<file path="config.mk">
export PLATFORM = sky130hd
export DESIGN_NAME = shiftregout_seq_flat
export DESIGN_NICKNAME = d
export VERILOG_FILES = /design/src/rtl/shiftregout_seq_if.sv /design/src/rtl/shiftregout_seq.sv /design/src/flat_wrapper.sv
export SDC_FILE = /design/constraint.sdc
export NUM_CORES = 1
export LEC_CHECK = 0
export ABC_AREA = 0
export CELL_PAD_IN_SITES_DETAIL_PLACEMENT = 1
export CELL_PAD_IN_SITES_GLOBAL_PLACEMENT = 1
export CORE_UTILIZATION = 33
export DETAILED_ROUTE_END_ITERATION = 16
export GPL_ROUTABILITY_DRIVEN = 0
export PLACE_DENSITY_LB_ADDON = 0.1
export SLEW_MARGIN = 30
export SYNTH_ARGS = -nofsm -noshare
export SYNTH_HDL_FRONTEND = slang
export SYNTH_SLANG_ARGS = --single-unit
</file>
<file path="constraint.sdc">
create_clock -name clk -period 3.9 [get_ports clk]
set_input_delay 0.78 -clock clk [delete_from_list [all_inputs] [get_ports clk]]
set_output_delay 0.78 -clock clk [all_outputs]
set_load 0.1 [all_outputs]
</file>
<file path="src/rtl/shiftregout_seq_if.sv">
// rtl/shiftregout_seq_if.sv - downstream pair stream of the shiftregout readout sequencer
interface shiftregout_seq_if #(
  parameter int B = 24
);
  logic         m_valid;
  logic         m_ready;
  logic [B-1:0] m_data1;
  logic [B-1:0] m_data2;
  logic         m_single;
  logic         m_last;

  modport master (
    output m_valid, m_data1, m_data2, m_single, m_last,
    input  m_ready
  );

  modport slave (
    input  m_valid, m_data1, m_data2, m_single, m_last,
    output m_ready
  );
endinterface

</file>
<file path="src/rtl/shiftregout_seq.sv">
// rtl/shiftregout_seq.sv - readout sequencer for the perceptron output shift register
// Loads shiftregout, walks its two read ports pair by pair and streams each pair downstream.
module shiftregout_seq #(
  parameter int B      = 24,
  parameter int N      = 40,
  parameter int AW     = 6,
  parameter int RD_LAT = 1
) (
  input  logic              clk,
  input  logic              rst,
  input  logic              start,
  input  logic              order,
  output logic              sr_load,
  output logic              sr_mode,
  output logic [AW-1:0]     sr_addr1,
  output logic [AW-1:0]     sr_addr2,
  input  logic [B-1:0]      sr_out1,
  input  logic [B-1:0]      sr_out2,
  shiftregout_seq_if.master m,
  output logic              busy,
  output logic              done
);

  localparam int P   = (N + 1) / 2;
  localparam bit ODD = (N % 2) == 1;

  typedef enum logic [2:0] {
    S_IDLE, S_LOAD, S_ISSUE, S_WAIT, S_HOLD, S_DONE
  } state_t;

  state_t        state, state_n;
  logic [AW-1:0] k;
  logic          ord;
  logic [1:0]    wcnt;
  logic          k_last;
  logic          accept;
  logic          capture;
  logic          advance;
  logic [AW-1:0] nxt_k;
  logic [AW-1:0] nxt_a1, nxt_a2;

  // Address pair for beat kk; an odd final beat reads the same entry on both ports.
  function automatic logic [2*AW-1:0] pair_addr(input logic [AW-1:0] kk, input logic o);
    int a1;
    int a2;
    if (o) begin
      a1 = int'(kk);
      a2 = N - 1 - int'(kk);
    end else begin
      a1 = 2 * int'(kk);
      a2 = a1 + 1;
    end
    if (ODD && int'(kk) == P - 1) a2 = a1;
    return {AW'(a2), AW'(a1)};
  endfunction

  assign sr_mode = 1'b0;
  assign k_last  = (int'(k) == P - 1);
  assign accept  = (state == S_HOLD) && m.m_ready;
  assign advance = accept && !k_last;
  assign capture = ((state == S_ISSUE) && (RD_LAT == 0)) ||
                   ((state == S_WAIT) && (int'(wcnt) == RD_LAT - 1));
  assign nxt_k   = (state == S_LOAD) ? '0 : k + 1'b1;
  assign {nxt_a2, nxt_a1} = pair_addr(nxt_k, ord);

  always_ff @(posedge clk) begin
    if (rst) state <= S_IDLE;
    else     state <= state_n;
  end

  always_comb begin
    state_n   = state;
    sr_load   = 1'b0;
    busy      = 1'b1;
    done      = 1'b0;
    m.m_valid = 1'b0;
    case (state)
      S_IDLE: begin
        busy = 1'b0;
        if (start) state_n = S_LOAD;
      end
      S_LOAD: begin
        sr_load = 1'b1;
        state_n = S_ISSUE;
      end
      S_ISSUE: state_n = (RD_LAT == 0) ? S_HOLD : S_WAIT;
      S_WAIT:  if (capture) state_n = S_HOLD;
      S_HOLD: begin
        m.m_valid = 1'b1;
        if (m.m_ready) state_n = k_last ? S_DONE : S_ISSUE;
      end
      S_DONE: begin
        done    = 1'b1;
        state_n = S_IDLE;
      end
      default: begin
        busy    = 1'b0;
        state_n = S_IDLE;
      end
    endcase
  end

  always_ff @(posedge clk) begin
    if (rst) begin
      k          <= '0;
      ord        <= 1'b0;
      wcnt       <= '0;
      sr_addr1   <= '0;
      sr_addr2   <= '0;
      m.m_data1  <= '0;
      m.m_data2  <= '0;
      m.m_single <= 1'b0;
      m.m_last   <= 1'b0;
    end else begin
      if (state == S_IDLE && start) ord <= order;

      if (state == S_LOAD)  k <= '0;
      else if (advance)     k <= k + 1'b1;

      // Addresses are set up one cycle ahead so they are stable for the whole ISSUE..HOLD span.
      if (state == S_LOAD || advance) begin
        sr_addr1 <= nxt_a1;
        sr_addr2 <= nxt_a2;
      end else if (accept) begin
        sr_addr1 <= '0;
        sr_addr2 <= '0;
      end

      wcnt <= (state == S_WAIT) ? wcnt + 2'd1 : 2'd0;

      if (capture) begin
        m.m_data1  <= sr_out1;
        m.m_data2  <= (ODD && k_last) ? '0 : sr_out2;
        m.m_single <= ODD && k_last;
        m.m_last   <= k_last;
      end
    end
  end

endmodule

</file>
<file path="src/flat_wrapper.sv">
// flat-port wrapper written by rule: the top's interface ports become plain ports
module shiftregout_seq_flat 
#(
  parameter int B      = 24,
  parameter int N      = 40,
  parameter int AW     = 6,
  parameter int RD_LAT = 1
)
  (clk, rst, start, order, sr_load, sr_mode, sr_addr1, sr_addr2, sr_out1, sr_out2, busy, done, m_m_valid, m_m_data1, m_m_data2, m_m_single, m_m_last, m_m_ready);
  shiftregout_seq_if #(.B(B)) m_i ();
  input  logic clk;
  input  logic rst;
  input  logic start;
  input  logic order;
  output logic sr_load;
  output logic sr_mode;
  output logic [AW-1:0] sr_addr1;
  output logic [AW-1:0] sr_addr2;
  input  logic [B-1:0] sr_out1;
  input  logic [B-1:0] sr_out2;
  output logic busy;
  output logic done;
  output wire logic [$bits(m_i.m_valid)-1:0] m_m_valid;
  output wire logic [$bits(m_i.m_data1)-1:0] m_m_data1;
  output wire logic [$bits(m_i.m_data2)-1:0] m_m_data2;
  output wire logic [$bits(m_i.m_single)-1:0] m_m_single;
  output wire logic [$bits(m_i.m_last)-1:0] m_m_last;
  input wire logic [$bits(m_i.m_ready)-1:0] m_m_ready;
  assign m_m_valid = m_i.m_valid;
  assign m_m_data1 = m_i.m_data1;
  assign m_m_data2 = m_i.m_data2;
  assign m_m_single = m_i.m_single;
  assign m_m_last = m_i.m_last;
  assign m_i.m_ready = m_m_ready;
  shiftregout_seq #(.B(B), .N(N), .AW(AW), .RD_LAT(RD_LAT)) u_core (.clk(clk), .rst(rst), .start(start), .order(order), .sr_load(sr_load), .sr_mode(sr_mode), .sr_addr1(sr_addr1), .sr_addr2(sr_addr2), .sr_out1(sr_out1), .sr_out2(sr_out2), .m(m_i), .busy(busy), .done(done));
endmodule
</file>
==> results.sh, run 1 <==
# source this file to load flow results
export IMPL_antenna_found_initial=0
export IMPL_final_signal_buffer_count=118
export IMPL_final_cells=577
export IMPL_timing_worst_slew_pin_value_ns=0.999
export IMPL_synthesized_registers=72
export IMPL_top_cell="nand2_1"
export IMPL_core_util_floorplan_pct=34.2
export IMPL_nNonClkInverters=6
export IMPL_routed_via_density=4.83
export IMPL_row_count=34
export IMPL_cts_repair_resize_count=0
export IMPL_layout_drive_gt1_share_pct=7.89
export IMPL_yosys_cells=365
export IMPL_timing_final_setup_violations=0
export IMPL_timing_critical_path_buf_inv=1
export IMPL_grt_met1_usage_pct=24.8
export IMPL_n_clock_buffer=10
export IMPL_area_growth_synth_to_final_pct=47.4
export IMPL_cts_clk_slew_worst_paths_ns=0.08
export IMPL_synthArstFlopShare_pct=0
export IMPL_post_cts_setup_repair_buffer_count=0
export IMPL_remaining_drc_errors=0
export IMPL_cp_cell_sequence="clkdlybuf4s50_1"
export IMPL_powerDensity_nw_per_um2=424
export IMPL_syn_mean_instance_area_um2=8.18
export IMPL_area_figure_in_the_yosys_stat_output_um2=2990
export IMPL_pwr_share_comb_pct=16.6
export IMPL_count_of_library_flops_with_an_enable_pin=0
export IMPL_cts_tree="yes"
export IMPL_cts_hold_repair_buffers=0
export IMPL_synthTopCellsByCount="nand2_1, dfxtp_1, a21oi_1"
export IMPL_cell_count_post_placement=562
export IMPL_chip_area_um2=9430
export IMPL_synth_cells=365
export IMPL_worst_path_max_fanout=3
export IMPL_period_used_pct=67.7
export IMPL_whs_endpoint="u_core.wcnt[0]"
export IMPL_groute_layer_met2_usage_pct=28.7
export IMPL_detail_route_antenna_nets=0
export IMPL_ys_sh_mux_pct=0.671
export IMPL_net_switching_fraction_of_the_power_pct=27.2
export IMPL_intPower_mw=1.36
export IMPL_min_path_cells=1
export IMPL_logic_family="simple AND/OR/NAND/NOR gates"
export IMPL_top_layer_used="met4"
export IMPL_critical_path_top_delay_family="buffers and inverters"
export IMPL_groute_layer_met3_usage_pct=4.82
export IMPL_nets=521
export IMPL_worst_r2r_cell_count=8
export IMPL_cp_data_arrival_time_ns=1.86
export IMPL_globalRoute_busiestLayer="met2"
export IMPL_vias=2786
export IMPL_share_of_power_burned_in_registers_pct=41.3
export IMPL_cts_buffers_inserted=9
export IMPL_clk_share_pct=6.05
export IMPL_die_w_um=97.1
export IMPL_xor_area_share_pct=2.64
export IMPL_layout_min_cycle_time_ns=2.64
export IMPL_grt_first_pass_wirelength_mm=14.0
export IMPL_worst_r2r_startpoint="u_core.k[0]"
export IMPL_nFlopsAndLatches=72
export IMPL_max_cap_violations=0
export IMPL_multiInputGateArea_um2=1370
export IMPL_openroad_warnings=26
export IMPL_worstSetupStartpoint="u_core.sr_addr2[3]"
export IMPL_slowest_delay_ns=1.15
export IMPL_grt_ovfl_total=0
export IMPL_cts_root_buf="clkbuf_8"
export IMPL_dr_iter_0_viols=125
export IMPL_synth_compound_gate_area_share_pct=16.5
export IMPL_io_buffers=117
export IMPL_timing_max_slew_rel_slack_pct=33.2
export IMPL_worst_hold_path_type="reg -> reg"
export IMPL_final_max_slew_violation_count=0
export IMPL_max_clock_path_buffers=2
export IMPL_synth_cellmix_simpleShare_pct=23.9
export IMPL_final_tally_of_hold_violations=0
export IMPL_run_status="finished clean"
export IMPL_synth_yosys_warnings=0
export IMPL_post_synth_instance_area_um2=2990
export IMPL_netlist_area_leader_share_pct=48.3
export IMPL_max_vdd_ir_drop_mv=0.232
export IMPL_switching_power_mw=0.507
export IMPL_comb_power_mw=0.310
export IMPL_route_met2_wl_mm=3.73
export IMPL_setup_worst_path_start_class="flop"
export IMPL_critical_path_reg2reg_endpoint="u_core.sr_addr2[5]"
export IMPL_worst_setup_path_type="reg -> out"
export IMPL_clock_sinks=72
export IMPL_yosys_top_cells_area="dfxtp_1, nand2_1, a21oi_1"
export IMPL_n_tap_cell=108
export IMPL_drt_first_pass_iters=4
export IMPL_fillCellCount=1036
export IMPL_post_layout_total_power_mw=1.86
export IMPL_timing_reg2reg_setup_slack_ns=1.85
export IMPL_critical_path_endpoint="sr_addr1[3]"
export IMPL_track_usage_pct=18.5
export IMPL_wl_per_cell_um=14.5
export IMPL_biggestCellCategory="flip-flops and latches"
export IMPL_num_multi_input_gates=258
export IMPL_design_portCount=120
export IMPL_ff_type="dfxtp_1"
export IMPL_worstHoldStart="u_core.wcnt[0]"
export IMPL_stdcell_area_um2=4400
export IMPL_grt_max_degree=60
export IMPL_totalNegativeSetupSlack_ns=0
export IMPL_grt_pass1_vias=2747
export IMPL_buffering_overhead_pct=26.4
export IMPL_place_hpwl_mm=5.73
export IMPL_clk_insertion_delay_late_ns=0.35
export IMPL_most_common_layout_cells="clkdlybuf4s50_1, nand2_1, dfxtp_1, a21oi_1, nor2_1"
export IMPL_netlist_top_cell_by_area="dfxtp_1"
export IMPL_layout_top_cell_excl_fill_tap="clkdlybuf4s50_1"
export IMPL_final_hold_slack_ns=0.431
export IMPL_max_stage_delay_cell_worst_path="clkdlybuf4s50_1"
export IMPL_chipHeight_um=97.1
export IMPL_leakagePower_nw=1.51
export IMPL_power_group_top="the clock network"
export IMPL_drt_wl_total_mm=8.38
export IMPL_ys_types=48
export IMPL_antenna_cells=0
export IMPL_largest_registers="u_core.m.m_data1: 24 flops, u_core.m.m_data2: 24 flops"
export IMPL_fa_ha_area_share_pct=1.26
export IMPL_postPlaceCellArea_um2=4130
export IMPL_met3WireLength_um=378
export IMPL_finalClockSkew_ns=0.00578
==> run_1/metal_stack.png <==
The bar under the picture is 20 µm long. Two of the layers only.
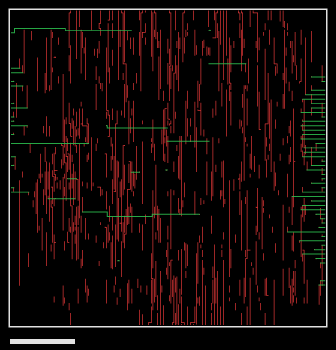
green -> met3  # wire length 379 µm
red -> met2  # wire length 3730 µm

==> run_1/registers.png <==
The bar under the picture is 20 µm long.
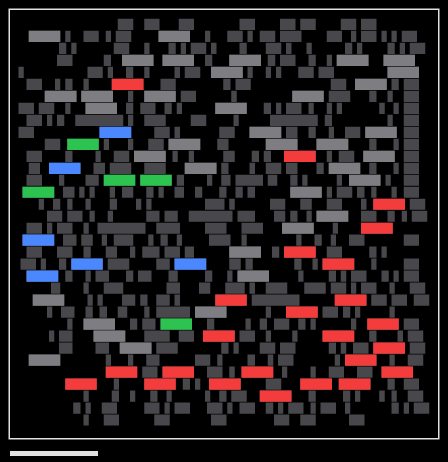
red -> u_core.m.m_data1  # placed flops 24
blue -> u_core.sr_addr2  # placed flops 6, where left middle
green -> u_core.sr_addr1  # placed flops 5, where left middle
sequential cell power: 0.771 mW
register area: 1440 µm²
register fraction of the total cell area: 32.7%
Layout Utilization: 50.5%

==> run_1/cell_classes.png <==
The bar under the picture is 20 µm long. Fill, decap, tap and diode cells in gray.
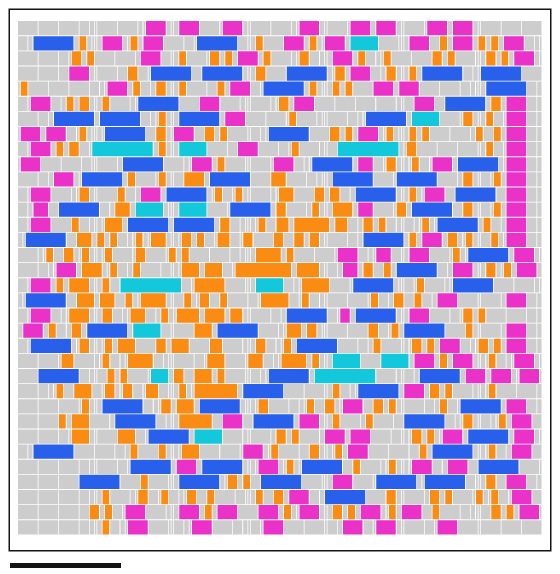
blue -> flops  # cells 72
magenta -> other buffers and delay cells  # cells 118
orange -> all other logic  # cells 264
cyan -> clock drivers and dummy loads  # cells 15

==> run_1/density.png <==
10 x 10 tiles, from black (low) to pale yellow (high), 0 to 100% covered.
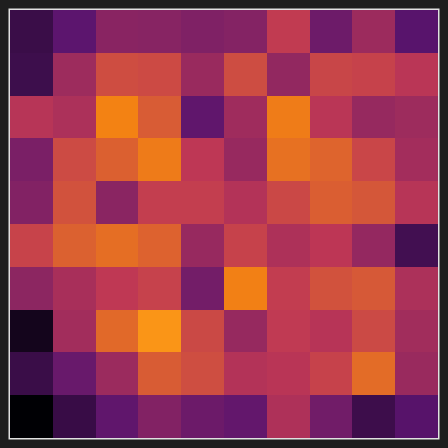

==> inputs of run 2 (changes only) <==
- CORE_UTILIZATION: 33 -> 28
- clock period: 3.9 -> 2.2 ns (I/O delays scaled with it)
==> run_2/density.png <==
11 x 11 tiles, from black (low) to pale yellow (high), 0 to 100% covered.
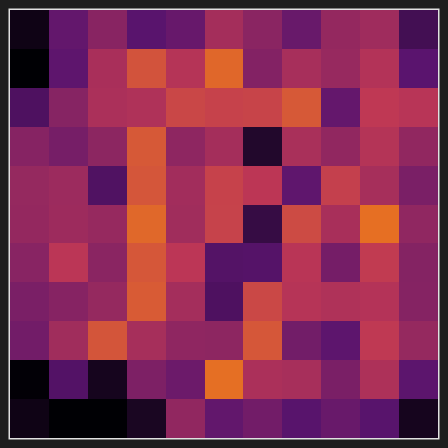
emptiest ninth of the die = bottom left
fullest tile = 67%
mean over tiles = 38%
nearly empty tiles = 3.3%
core utilization before placement: 28.9%
Layout Utilization: 42.2%
core region area: 10300 µm²

==> run_2/final_congestion.png <==
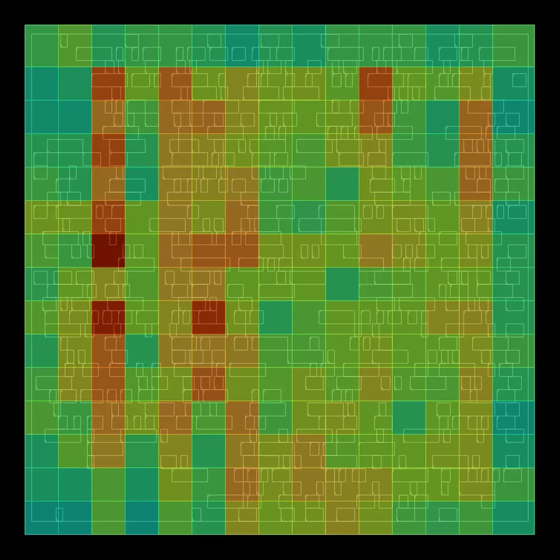
total global-route track usage: 15.9%
met3 usage: 3.71%
met2 track demand over resource: 26.5%

==> run 2 against run 1 <==
Against the previous run: hold slack got worse by 0.065 ns; die size up 17%; register-to-register slack worse by 1.6 ns; sequential power rose by 76%; highest routed layer unchanged; total power up 68%; routed wire length increased by 2.3%; largest power group is now sequential cells; clock power is 52% higher; first-iteration DRC count decreased by 9.6%; area after synthesis unchanged; critical endpoint is now m_m_valid.
==> results.sh, run 2 <==
# source this file to load flow results
export IMPL_buffering_overhead_pct=26.0
export IMPL_area_growth_synth_to_final_pct=45.9
export IMPL_synth_compound_gate_area_share_pct=16.5
export IMPL_num_multi_input_gates=258
export IMPL_top_cell="nand2_1"
export IMPL_n_clock_buffer=11
export IMPL_stdcell_area_um2=4350
export IMPL_syn_mean_instance_area_um2=8.18
export IMPL_clk_share_pct=5.09
export IMPL_top_layer_used="met4"
export IMPL_finalClockSkew_ns=0.0101
export IMPL_antenna_found_initial=0
export IMPL_layout_top_cell_excl_fill_tap="nand2_1"
export IMPL_max_cap_violations=0
export IMPL_post_cts_setup_repair_buffer_count=0
export IMPL_count_of_library_flops_with_an_enable_pin=0
export IMPL_intPower_mw=2.19
export IMPL_synth_cells=365
export IMPL_grt_pass1_vias=2729
export IMPL_dr_iter_0_viols=113
export IMPL_io_buffers=117
export IMPL_worst_setup_path_type="reg -> out"
export IMPL_period_used_pct=89.2
export IMPL_final_hold_slack_ns=0.366
export IMPL_timing_worst_slew_pin_value_ns=0.654
export IMPL_timing_final_setup_violations=0
export IMPL_min_path_cells=2
export IMPL_clock_sinks=72
export IMPL_seq_share_pct=33.1
export IMPL_synthArstFlopShare_pct=0
export IMPL_post_synth_instance_area_um2=2990
export IMPL_chip_area_um2=11100
export IMPL_synthTopCellsByCount="nand2_1, dfxtp_1, a21oi_1"
export IMPL_place_hpwl_mm=5.98
export IMPL_ys_types=48
export IMPL_logic_family="simple AND/OR/NAND/NOR gates"
export IMPL_cts_root_buf="clkbuf_8"
export IMPL_yosys_cells=365
export IMPL_leakagePower_nw=1.66
export IMPL_nNonClkInverters=6
export IMPL_wl_per_cell_um=14.0
export IMPL_clk_insertion_delay_late_ns=0.35
export IMPL_netlist_area_leader_share_pct=48.3
export IMPL_cts_hold_repair_buffers=0
export IMPL_final_signal_buffer_count=126
export IMPL_cp_required_ns=1.76
export IMPL_most_common_layout_cells="nand2_1, dfxtp_1, buf_4, a21oi_1, clkdlybuf4s50_1"
export IMPL_totalNegativeSetupSlack_ns=0
export IMPL_fa_ha_area_share_pct=1.26
export IMPL_layout_min_cycle_time_ns=1.96
export IMPL_cell_count_post_placement=598
export IMPL_final_tally_of_hold_violations=0
export IMPL_critical_path_reg2reg_endpoint="u_core.sr_addr2[5]"
export IMPL_setup_worst_path_start_class="flop"
export IMPL_cts_buffers_inserted=9
export IMPL_timing_critical_path_depth=4
export IMPL_detail_route_antenna_nets=0
export IMPL_worst_r2r_cell_count=7
export IMPL_share_of_power_burned_in_registers_pct=43.6
export IMPL_grt_met1_usage_pct=20.1
export IMPL_powerDensity_nw_per_um2=719
export IMPL_route_met2_wl_mm=4.12
export IMPL_design_portCount=120
export IMPL_layout_drive_gt1_share_pct=22.4
export IMPL_ys_sh_mux_pct=0.671
export IMPL_max_stage_delay_cell_worst_path="dfxtp_1"
export IMPL_row_count=37
export IMPL_final_seq_area_um2=1440
export IMPL_die_w_um=105
export IMPL_grt_ovfl_total=0
export IMPL_pwr_share_comb_pct=18.3
export IMPL_met1Wirelength_mm=3.96
export IMPL_antenna_cells=0
export IMPL_power_group_top="sequential cells"
export IMPL_slowest_delay_ns=0.39
export IMPL_fillCellCount=1220
export IMPL_remaining_drc_errors=0
export IMPL_vias=2842
export IMPL_met3WireLength_um=404
export IMPL_seq_cell_power_mw=1.36
export IMPL_grt_first_pass_wirelength_mm=13.9
export IMPL_multiInputGateArea_um2=1360
export IMPL_comb_power_mw=0.572
export IMPL_worst_path_max_fanout=7
export IMPL_timing_reg2reg_setup_slack_ns=0.30
export IMPL_biggestCellCategory="flip-flops and latches"
export IMPL_worst_r2r_startpoint="u_core.state[2]"
export IMPL_chipHeight_um=105
export IMPL_netlist_top_cell_by_area="dfxtp_1"
export IMPL_worstSetupStartpoint="u_core.state[1]"
export IMPL_max_clock_path_buffers=2
export IMPL_worstHoldStart="rst"
export IMPL_run_status="finished clean"
export IMPL_openroad_warnings=26
export IMPL_grt_setup_unrepaired="false"
export IMPL_timing_critical_path_buf_inv=2
export IMPL_routed_via_density=4.63
export IMPL_worst_hold_path_type="in -> reg"
export IMPL_synth_cellmix_simpleShare_pct=23.9
export IMPL_final_max_slew_violation_count=0
export IMPL_cp_cell_sequence="buf_4, nor2_1, and2_1, buf_12"
export IMPL_net_switching_fraction_of_the_power_pct=29.9
export IMPL_final_cells=614
export IMPL_synth_yosys_warnings=0
export IMPL_nFlopsAndLatches=72
export IMPL_cts_clk_slew_worst_paths_ns=0.08
export IMPL_max_vdd_ir_drop_mv=0.287
export IMPL_post_layout_total_power_mw=3.13
export IMPL_yosys_top_cells_area="dfxtp_1, nand2_1, a21oi_1"
export IMPL_critical_path_top_delay_family="flip-flops"
export IMPL_ff_type="dfxtp_1"
export IMPL_cp_data_arrival_time_ns=1.52
export IMPL_largest_registers="u_core.m.m_data1: 24 flops, u_core.m.m_data2: 24 flops"
export IMPL_n_tap_cell=136
export IMPL_timing_max_slew_rel_slack_pct=56.3
export IMPL_drt_first_pass_iters=4
export IMPL_critical_path_endpoint="m_m_valid"
export IMPL_grt_max_degree=38
export IMPL_area_figure_in_the_yosys_stat_output_um2=2990
export IMPL_cts_tree="yes"
export IMPL_whs_endpoint="u_core.sr_addr1[4]"
export IMPL_synthesized_registers=72
export IMPL_cts_repair_resize_count=0
export IMPL_switching_power_mw=0.936
export IMPL_postPlaceCellArea_um2=4130
export IMPL_globalRoute_busiestLayer="met2"
export IMPL_nets=529
export IMPL_pg_clk_mw=1.19
export IMPL_xor_area_share_pct=2.64
export IMPL_drt_wl_total_mm=8.57
==> run_2/metal_stack.png <==
The bar under the picture is 20 µm long. Two of the layers only.
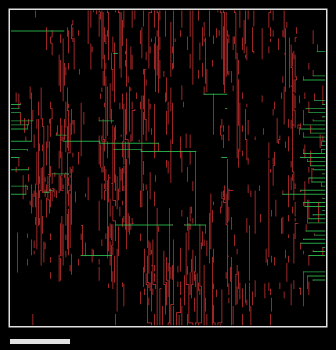

==> inputs of run 3 (changes only) <==
- ABC_AREA: 0 -> 1
- CORE_UTILIZATION: 28 -> 27
==> run_3/metal_stack.png <==
The bar under the picture is 20 µm long. Two of the layers only.
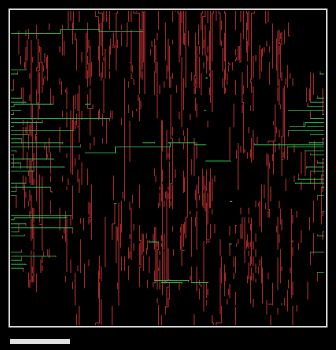
green -> met3  # wire length 606 µm
red -> met2  # wire length 3920 µm
number of vias in the routed layout: 2994
drt wl/cell: 13.8 µm
Total Routed Length: 8.76 mm
total global-route track usage: 16.0%

==> run_3/final_congestion.png <==
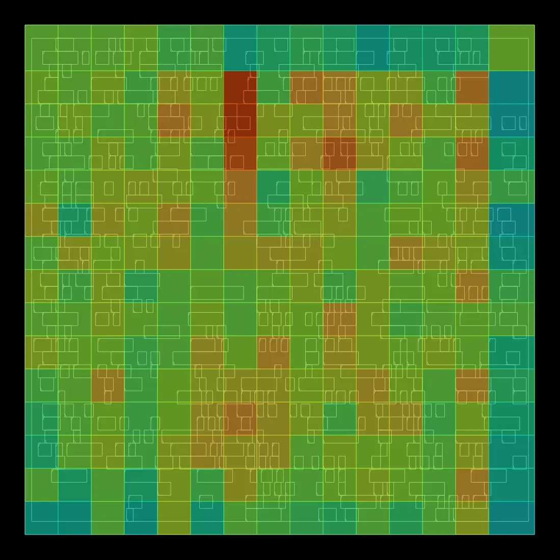
Layout Utilization: 41.5%
met1 Use GR: 20.8%
busiest grt layer: met2
met3 usage: 4.97%
met2 track demand over resource: 24.6%

==> run 3 against run 2 <==
Against the previous run: setup slack lost 0.10 ns; non-clock buffer count shrank 3; area after synthesis shrank 1.9%; die size grew 1.7%; routed wire length grew 2.2%; total power grew 7.0%; design area shrank 0.63%; clock-buffer cell count shrank 1; critical endpoint is now sr_load; critical path type unchanged; largest power group unchanged; combinational power grew 27%; sequential share of layout area grew 0.21 points.
==> results.sh, run 3 <==
# source this file to load flow results
export IMPL_seq_cell_power_mw=1.38
export IMPL_final_tally_of_hold_violations=0
export IMPL_critical_path_endpoint="sr_load"
export IMPL_route_met2_wl_mm=3.92
export IMPL_layout_min_cycle_time_ns=2.06
export IMPL_yosys_top_cells_area="dfxtp_1, nand2_1, a21oi_1"
export IMPL_worstSetupStartpoint="u_core.state[2]"
export IMPL_whs_endpoint="u_core.wcnt[0]"
export IMPL_worst_setup_path_type="reg -> out"
export IMPL_final_signal_buffer_count=123
export IMPL_fillCellCount=1282
export IMPL_n_tap_cell=136
export IMPL_count_of_library_flops_with_an_enable_pin=0
export IMPL_area_growth_synth_to_final_pct=47.8
export IMPL_timing_worst_slew_pin_value_ns=0.533
export IMPL_cts_repair_resize_count=0
export IMPL_final_seq_area_um2=1440
export IMPL_yosys_cells=390
export IMPL_seq_share_pct=33.3
export IMPL_n_clock_buffer=10
export IMPL_grt_ovfl_total=0
export IMPL_antenna_found_initial=0
export IMPL_fa_ha_area_share_pct=1.28
export IMPL_ff_type="dfxtp_1"
export IMPL_multiInputGateArea_um2=1280
export IMPL_routed_via_density=4.70
export IMPL_top_layer_used="met4"
export IMPL_period_used_pct=93.8
export IMPL_timing_critical_path_depth=5
export IMPL_pg_clk_mw=1.25
export IMPL_min_path_cells=1
export IMPL_most_common_layout_cells="nand2_1, dfxtp_1, a21oi_1, buf_4, nand3_1"
export IMPL_die_w_um=106
export IMPL_post_layout_total_power_mw=3.35
export IMPL_clock_sinks=72
export IMPL_design_portCount=120
export IMPL_timing_final_setup_violations=0
export IMPL_ys_types=26
export IMPL_remaining_drc_errors=0
export IMPL_openroad_warnings=26
export IMPL_netlist_top_cell_by_area="dfxtp_1"
export IMPL_worst_r2r_startpoint="u_core.state[1]"
export IMPL_max_vdd_ir_drop_mv=0.369
export IMPL_max_clock_path_buffers=2
export IMPL_leakagePower_nw=1.72
export IMPL_cp_data_arrival_time_ns=1.62
export IMPL_cts_hold_repair_buffers=0
export IMPL_buffering_overhead_pct=25.7
export IMPL_cell_count_post_placement=621
export IMPL_synth_yosys_warnings=0
export IMPL_worstHoldStart="u_core.wcnt[0]"
export IMPL_final_max_slew_violation_count=0
export IMPL_nFlopsAndLatches=72
export IMPL_timing_reg2reg_setup_slack_ns=0.43
export IMPL_synthesized_registers=72
export IMPL_layout_drive_gt1_share_pct=19.2
export IMPL_met3WireLength_um=606
export IMPL_worst_path_max_fanout=8
export IMPL_share_of_power_burned_in_registers_pct=41.1
export IMPL_dr_iter_0_viols=109
export IMPL_finalClockSkew_ns=0.00785
export IMPL_row_count=37
export IMPL_critical_path_reg2reg_endpoint="u_core.state[0]"
export IMPL_run_status="finished clean"
export IMPL_clk_insertion_delay_late_ns=0.34
export IMPL_layout_top_cell_excl_fill_tap="nand2_1"
export IMPL_largest_registers="u_core.m.m_data1: 24 flops, u_core.m.m_data2: 24 flops"
export IMPL_design_core_area_um2=10400
export IMPL_timing_critical_path_buf_inv=4
export IMPL_netlist_area_leader_share_pct=49.2
export IMPL_post_synth_instance_area_um2=2930
export IMPL_biggestCellCategory="flip-flops and latches"
export IMPL_grt_setup_unrepaired="false"
export IMPL_setup_worst_path_start_class="flop"
export IMPL_core_util_floorplan_pct=28.1
export IMPL_switching_power_mw=1.04
export IMPL_chipHeight_um=106
export IMPL_final_cells=637
export IMPL_postPlaceCellArea_um2=4090
export IMPL_slowest_delay_ns=0.50
export IMPL_timing_max_slew_rel_slack_pct=64.5
export IMPL_worst_r2r_cell_count=8
export IMPL_pwr_share_comb_pct=21.6
export IMPL_synthTopCellsByCount="nand2_1, dfxtp_1, a21oi_1"
export IMPL_worst_hold_path_type="reg -> reg"
export IMPL_synth_cells=390
export IMPL_synth_compound_gate_area_share_pct=15.0
export IMPL_grt_max_degree=52
export IMPL_cp_required_ns=1.76
export IMPL_synth_cellmix_simpleShare_pct=25.9
export IMPL_area_figure_in_the_yosys_stat_output_um2=2930
export IMPL_drt_first_pass_iters=4
export IMPL_antenna_cells=0
export IMPL_intPower_mw=2.31
export IMPL_grt_pass1_vias=2928
export IMPL_stdcell_area_um2=4330
export IMPL_max_cap_violations=0
export IMPL_nNonClkInverters=23
export IMPL_cts_tree="yes"
export IMPL_post_cts_setup_repair_buffer_count=0
export IMPL_logic_family="simple AND/OR/NAND/NOR gates"
export IMPL_cts_clk_slew_worst_paths_ns=0.07
Power and IR drop assume default switching activity.
